### Routing congestion

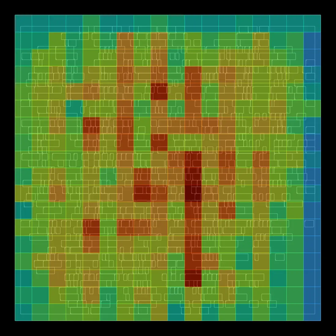
### Zoomed window

The bar under the picture is 10 um long. Window x 19 to 44, y 19 to 44 um. Cells in grey, sequential cells in the stronger grey; small squares are vias.
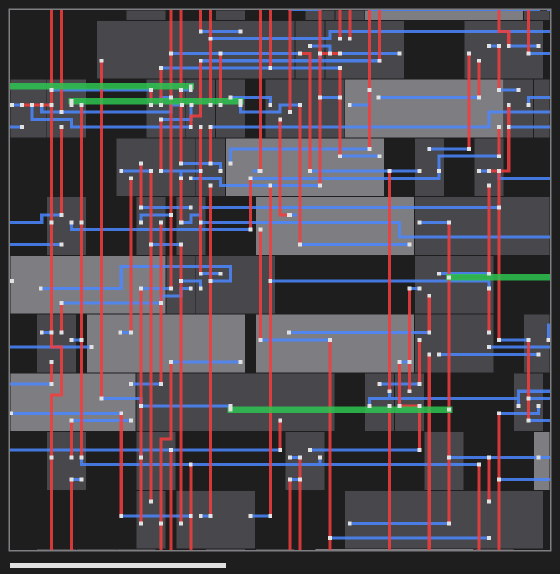
### Nets reached from selected ports

The bar under the picture is 20 um long.
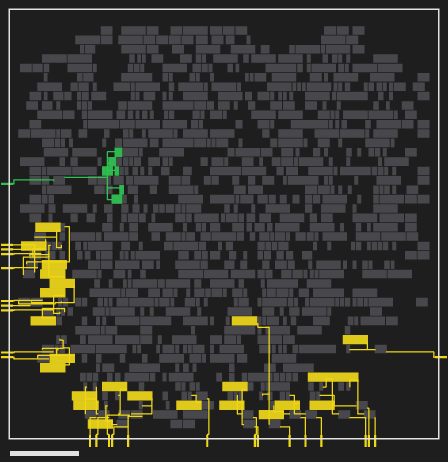
### Selected gate families

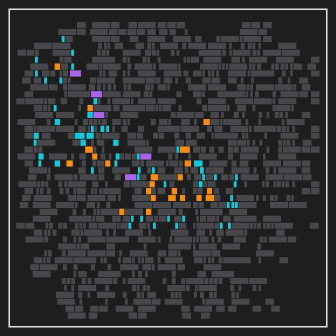
### src/rtl/pulse_pair_meter.sv
// ---------------------------------------------------------------------------
// pulse_pair_meter
//
// Measures the shaped pulse pair coming from the pulse-shaping stage. For every
// X period (rise to rise) it reports the period length, the X high width and
// the delay from the X rise to the first Y rise, all in sysclk cycles. Each
// finished measurement is latched and announced with a one-cycle strobe.
// Missing Y pulses and a lost X signal are flagged.
//
// Parameters
//   CNT_W        width of the cycle counter and of all measurement outputs
//   TIMEOUT_CYC  cycles without an X rise before No_Signal asserts
//                (must be below 2^CNT_W)
//
// Ports
//   sysclk      in   system clock, rising edge
//   sysrst      in   synchronous active-high reset
//   Meas_En     in   1 = measure, 0 = go idle and hold the last results
//   Pulse_X     in   reference pulse (synchronous to sysclk)
//   Pulse_Y     in   companion pulse (synchronous to sysclk)
//   Period      out  X rise-to-rise period
//   High_W      out  X high time
//   Delay_XY    out  X rise to first Y rise
//   Meas_Valid  out  one-cycle strobe when new results are latched
//   Y_Miss      out  no Y rise in the last measured period
//   No_Signal   out  X timeout occurred (also set out of reset)
//   Meas_Cnt    out  completed measurement count, wraps 255 -> 0
// ---------------------------------------------------------------------------
module pulse_pair_meter #(
    parameter int CNT_W       = 24,
    parameter int TIMEOUT_CYC = 10_000_000
) (
    input  logic             sysclk,
    input  logic             sysrst,
    input  logic             Meas_En,
    input  logic             Pulse_X,
    input  logic             Pulse_Y,
    output logic [CNT_W-1:0] Period,
    output logic [CNT_W-1:0] High_W,
    output logic [CNT_W-1:0] Delay_XY,
    output logic             Meas_Valid,
    output logic             Y_Miss,
    output logic             No_Signal,
    output logic [7:0]       Meas_Cnt
);

    typedef enum logic [1:0] {
        IDLE    = 2'd0,
        ARMED   = 2'd1,
        MEASURE = 2'd2
    } state_t;

    localparam logic [CNT_W-1:0] TIMEOUT_VAL = CNT_W'(TIMEOUT_CYC);
    localparam logic [CNT_W-1:0] CNT_ONE     = CNT_W'(1);

    state_t           state, state_nxt;

    logic             x_q, x_d, y_q, y_d;
    logic             x_rise, x_fall, y_rise;

    logic [CNT_W-1:0] cnt, cnt_nxt, cnt_inc;
    logic [CNT_W-1:0] w_tmp, w_tmp_nxt;
    logic [CNT_W-1:0] d_tmp, d_tmp_nxt;
    logic             y_seen, y_seen_nxt;

    logic [CNT_W-1:0] period_nxt, high_w_nxt, delay_xy_nxt;
    logic             valid_nxt, y_miss_nxt, no_signal_nxt;
    logic [7:0]       meas_cnt_nxt;

    // Both pulses go through the same two-stage pipeline so their relative
    // timing is untouched; edges are taken between the two stages.
    always_ff @(posedge sysclk) begin
        if (sysrst) begin
            x_q <= 1'b0;
            x_d <= 1'b0;
            y_q <= 1'b0;
            y_d <= 1'b0;
        end else begin
            x_q <= Pulse_X;
            x_d <= x_q;
            y_q <= Pulse_Y;
            y_d <= y_q;
        end
    end

    assign x_rise = x_q & ~x_d;
    assign x_fall = ~x_q & x_d;
    assign y_rise = y_q & ~y_d;

    // Counter increment that sticks at all-ones instead of wrapping.
    assign cnt_inc = (cnt == '1) ? cnt : cnt + CNT_ONE;

    // State and measurement registers.
    always_ff @(posedge sysclk) begin
        if (sysrst) begin
            state      <= IDLE;
            cnt        <= '0;
            w_tmp      <= '0;
            d_tmp      <= '0;
            y_seen     <= 1'b0;
            Period     <= '0;
            High_W     <= '0;
            Delay_XY   <= '0;
            Meas_Valid <= 1'b0;
            Y_Miss     <= 1'b0;
            No_Signal  <= 1'b1;
            Meas_Cnt   <= '0;
        end else begin
            state      <= state_nxt;
            cnt        <= cnt_nxt;
            w_tmp      <= w_tmp_nxt;
            d_tmp      <= d_tmp_nxt;
            y_seen     <= y_seen_nxt;
            Period     <= period_nxt;
            High_W     <= high_w_nxt;
            Delay_XY   <= delay_xy_nxt;
            Meas_Valid <= valid_nxt;
            Y_Miss     <= y_miss_nxt;
            No_Signal  <= no_signal_nxt;
            Meas_Cnt   <= meas_cnt_nxt;
        end
    end

    // Next-state and capture logic. ARMED and MEASURE share the same capture
    // rules; ARMED only marks that the period in progress is the first one
    // after arming, so its closing X rise is the first that can report.
    // Every X rise that closes a period also opens the next one, so
    // back-to-back periods are measured without gaps. A Y rise coincident
    // with the opening X rise counts as delay 0.
    always_comb begin
        state_nxt     = state;
        cnt_nxt       = cnt;
        w_tmp_nxt     = w_tmp;
        d_tmp_nxt     = d_tmp;
        y_seen_nxt    = y_seen;
        period_nxt    = Period;
        high_w_nxt    = High_W;
        delay_xy_nxt  = Delay_XY;
        valid_nxt     = 1'b0;
        y_miss_nxt    = Y_Miss;
        no_signal_nxt = No_Signal;
        meas_cnt_nxt  = Meas_Cnt;

        if (!Meas_En) begin
            state_nxt = IDLE;
            cnt_nxt   = '0;
        end else begin
            case (state)
                IDLE: begin
                    cnt_nxt = '0;
                    if (x_rise) begin
                        state_nxt  = ARMED;
                        cnt_nxt    = CNT_ONE;
                        w_tmp_nxt  = '0;
                        d_tmp_nxt  = '0;
                        y_seen_nxt = y_rise;
                    end
                end

                ARMED, MEASURE: begin
                    if (x_rise) begin
                        state_nxt     = MEASURE;
                        period_nxt    = cnt;
                        high_w_nxt    = w_tmp;
                        delay_xy_nxt  = y_seen ? d_tmp : '0;
                        y_miss_nxt    = ~y_seen;
                        valid_nxt     = 1'b1;
                        meas_cnt_nxt  = Meas_Cnt + 8'd1;
                        no_signal_nxt = 1'b0;
                        cnt_nxt       = CNT_ONE;
                        d_tmp_nxt     = '0;
                        y_seen_nxt    = y_rise;
                    end else if (cnt >= TIMEOUT_VAL) begin
                        // X stuck high or low: give up, keep the old results.
                        state_nxt     = IDLE;
                        cnt_nxt       = '0;
                        no_signal_nxt = 1'b1;
                    end else begin
                        cnt_nxt = cnt_inc;
                        if (x_fall) begin
                            w_tmp_nxt = cnt;
                        end
                        if (y_rise && !y_seen) begin
                            d_tmp_nxt  = cnt;
                            y_seen_nxt = 1'b1;
                        end
                    end
                end

                default: begin
                    state_nxt = IDLE;
                    cnt_nxt   = '0;
                end
            endcase
        end
    end

endmodule

### config.mk
export PLATFORM = sky130hd
export DESIGN_NAME = pulse_pair_meter
export DESIGN_NICKNAME = d
export VERILOG_FILES = /design/src/rtl/pulse_pair_meter.sv
export SDC_FILE = /design/constraint.sdc
export NUM_CORES = 1
export LEC_CHECK = 0
export CORE_MARGIN = 2
export CORE_UTILIZATION = 45
export DETAILED_ROUTE_END_ITERATION = 10
export GPL_ROUTABILITY_DRIVEN = 0
export PLACE_DENSITY = 0.67
export SETUP_SLACK_MARGIN = 0.3
export SLEW_MARGIN = 20
export SYNTH_ARGS = -nofsm -noshare
export SYNTH_HDL_FRONTEND = slang
export SYNTH_SLANG_ARGS = --single-unit
### constraint.sdc
create_clock -name sysclk -period 2.9 [get_ports sysclk]
set_clock_uncertainty 0.05 [all_clocks]
set_input_delay 0.58 -clock sysclk [delete_from_list [all_inputs] [get_ports sysclk]]
set_output_delay 0.58 -clock sysclk [all_outputs]
set_load 0.02 [all_outputs]
==> Implementation_results.wiki <==
== Run summary ==
{| class="wikitable"
! Metric !! Value
|-
| Layout-stage area growth over the synthesis result || 22.5%
|-
| Number of hold violations in the final report || 0
|-
| Max rail drop VDD || approximately 0.0004 V
|-
| CP startpoint kind || primary input
|-
| Largest buffer count on any clock path || 2
|-
| Post-synthesis area per instance || approximately 8.6 um2
|-
| Switching component of the power || a little over 0.9 mW
|-
| Count of TritonRoute iterations in the first routing pass || 4
|-
| Number of remaining DRC errors || 0
|-
| Pin count of the biggest net entering global routing || 56
|-
| Count of nets left with antenna violations after detail routing || 0
|-
| Post CTS Setup Buffer Count || 0
|-
| Async set-or-reset flop fraction in the synthesized netlist || 0
|-
| Cell depth of the worst hold path || 2
|-
| Number of cells produced by synthesis || 754
|-
| Total area of sequential cells || about 3200 um2
|-
| Transition time at the pin with the least slew margin || ~480 ps
|-
| Endpoint of the worst-slack reg-to-reg timing path || w_tmp[17]
|-
| Count of state elements after synthesis || ~160
|-
| Worst R2R Start || state[1]
|-
| Dominant register cell || dfxtp_1
|-
| Vertical die dimension || roughly 120 um
|-
| Share of the synthesized netlist area taken by xor and xnor gates || 0.0363
|-
| Achievable Freq || between 400 and 500 MHz
|-
| Worst Reg-to-Reg Cells || 7
|-
| Final-layout worst hold slack || between 300 and 400 ps
|-
| Drt total wl || between 10 and 15 mm
|-
| Worst path required time || between 3000 and 4000 ps
|-
| Ratio of final minimum period to clock period || 0.783
|-
| Register-to-register setup slack || 710 ps
|-
| Outcome || completed
|-
| Global-route wire length before repair || between 20 and 30 mm
|-
| Number of warnings the tools reported || 29
|-
| Pleak || ~2.8 nW
|-
| Worst Setup Path Type || in -> reg
|-
| Number of antenna violations at the first check in global routing || 0
|-
| Net count after synthesis || 764
|-
| Clock period minus worst slack || ~2300 ps
|-
| Detailed router's first-iteration violation count || around 310
|-
| Adder-cell share of the synthesized area || 0.00961
|-
| Number of diodes || 0
|-
| Min-Delay Startpoint || Delay_XY[13]
|-
| MUX area fraction || 0.0754
|-
| Die boundary width || about 120 um
|-
| Post-synthesis simple-gate area fraction || 0.250
|-
| Clk pwr share || 0.480
|-
| Clock net sink count || around 160
|-
| Placed instance count || between 900 and 1000
|-
| Area fraction in compound gates || 0.0748
|-
| Count of synthesis-stage warnings from yosys || 0
|-
| Clock root buffer || clkbuf_16
|-
| Category of the worst setup path capture point || register
|-
| Combinational group share of total power || 0.023
|-
| Final-report setup violation count || 0
|-
| CTS H-Tree Depth || 4
|-
| Top fanout value on the critical path || 25
|-
| Floorplan row count || 43
|-
| Hold buffer count at CTS || 0
|-
| Setup repair after global routing missed its margin || false
|}
Notes on 'Routing congestion' above:
GR Util met3: 0.0490
global-route usage over all layers: 0.198
busiest grt layer: met2

Notes on 'Zoomed window' above:
legend:
  red:
    layer: M2
  blue:
    layer: M1
  green:
    layer: M3
sequential cells in the window: 7
netlist names of flops here include: d_tmp (7)
cells with their middle in the window: 43
most frequent: nand2_1 (15), mux2i_1 (8)

Notes on 'Nets reached from selected ports' above:
legend:
  yellow:
    port: Delay_XY
    bits: 24
    direction: output
    edge: 14 bottom, 9 left, 1 right
    end_cells: 24
    wire: 576 um
  green:
    port: Meas_En
    bits: 1
    direction: input
    edge: left
    end_cells: 6
    wire: 51.3 um
number of buffers added on ports: 87
Ports: 88

Notes on 'Selected gate families' above:
legend:
  cyan:
    family: nor cells
    cells: 52
  purple:
    family: fa/ha/maj cells
    cells: 5
  orange:
    family: and/or cells
    cells: 22
    where: middle
Final Instance Count excl. Fillers: 1012
most common library cell in the layout ignoring fill and taps: nand2_1
multi-input gate share of the layout cell area: 0.365

worst max-delay path by stage:
stage	start	end	cells after the start	slack, ps
after floorplan	state[1]	d_tmp[17]	8	770
after global placement	Meas_En	d_tmp[20]	6	310
after detailed placement	Meas_En	d_tmp[20]	6	230
after CTS	Meas_En	d_tmp[20]	6	660
after global routing	Meas_En	d_tmp[20]	6	540
final	Meas_En	d_tmp[20]	6	630
per-layer routing:
metal / share of wire / routed length, um
met4: 0.017 / 257
met3: 0.044 / 659
met5: 0 / 0
met2: 0.46 / 6870
met1: 0.47 / 7040
stage by stage:
step	setup slack [ps]	util	area, um2	power, mW
floorplan	767	-	6510	2.36
global placement	309	0.529	7410	2.38
detailed placement	230	0.529	7410	2.38
CTS	657	0.570	7970	4.53
global route	539	0.570	7970	4.64
finish	630	0.570	7970	4.49
critical path: stages:
cell and delay, ps:
clkdlybuf4s50_1 570, or2b_2 350, a2111oi_0 350, and3_1 250, buf_12 210, mux2i_1 220
final cells by class:
type / instances / area share
sequential: 162 / 0.407
inverter: 5 / 0.00235
multi-input combinational: 531 / 0.365
clock inverter: 11 / 0.0143
clock buffer: 19 / 0.0568
timing repair buffer: 104 / 0.126
tap: 180 / 0.0282
logic make-up (layout without fill, tap and decap cells):
group / count (synthesis) / after routing
buf+inv: 61 / 139
fa+ha+maj: 5 / 5
simple gates: 360 / 360
flops: 162 / 162
xor+xnor: 27 / 27
compound gates: 90 / 90
mux: 49 / 49
synth_stat cells, types with 6 or more instances:
| cell | number | area share |
|---|---|---|
| xor2_1 | 20 | 0.027 |
| nand2_1 | 207 | 0.12 |
| nor2b_1 | 6 | 0.0058 |
| and3_1 | 9 | 0.0086 |
| xnor2_1 | 7 | 0.0094 |
| nand4_1 | 12 | 0.012 |
| nand3_1 | 38 | 0.029 |
| dfxtp_1 | 162 | 0.50 |
| clkbuf_1 | 35 | 0.020 |
| nand2b_1 | 24 | 0.023 |
| a21oi_1 | 79 | 0.061 |
| mux2i_1 | 49 | 0.075 |
| nor2_1 | 38 | 0.022 |
power groups by stage:
| stage | combinational, mW | clock [mW] | sequential, mW |
|---|---|---|---|
| 2_1_floorplan | 0.0785 | 0 | 2.28 |
| 3_3_place_gp | 0.0988 | 0 | 2.28 |
| 3_5_place_dp | 0.102 | 0 | 2.28 |
| 4_1_cts | 0.101 | 2.20 | 2.23 |
| 5_1_grt | 0.113 | 2.30 | 2.23 |
| 6_report | 0.102 | 2.15 | 2.23 |
flip-flops by register name (all words and copies together) (netlist names), 2 cells and up:
signal / flops
Period: 24
High_W: 24
d_tmp: 24
w_tmp: 24
Delay_XY: 24
cnt: 24
state: 2
Meas_Cnt: 8
Power is estimated from default activity; no workload was simulated.
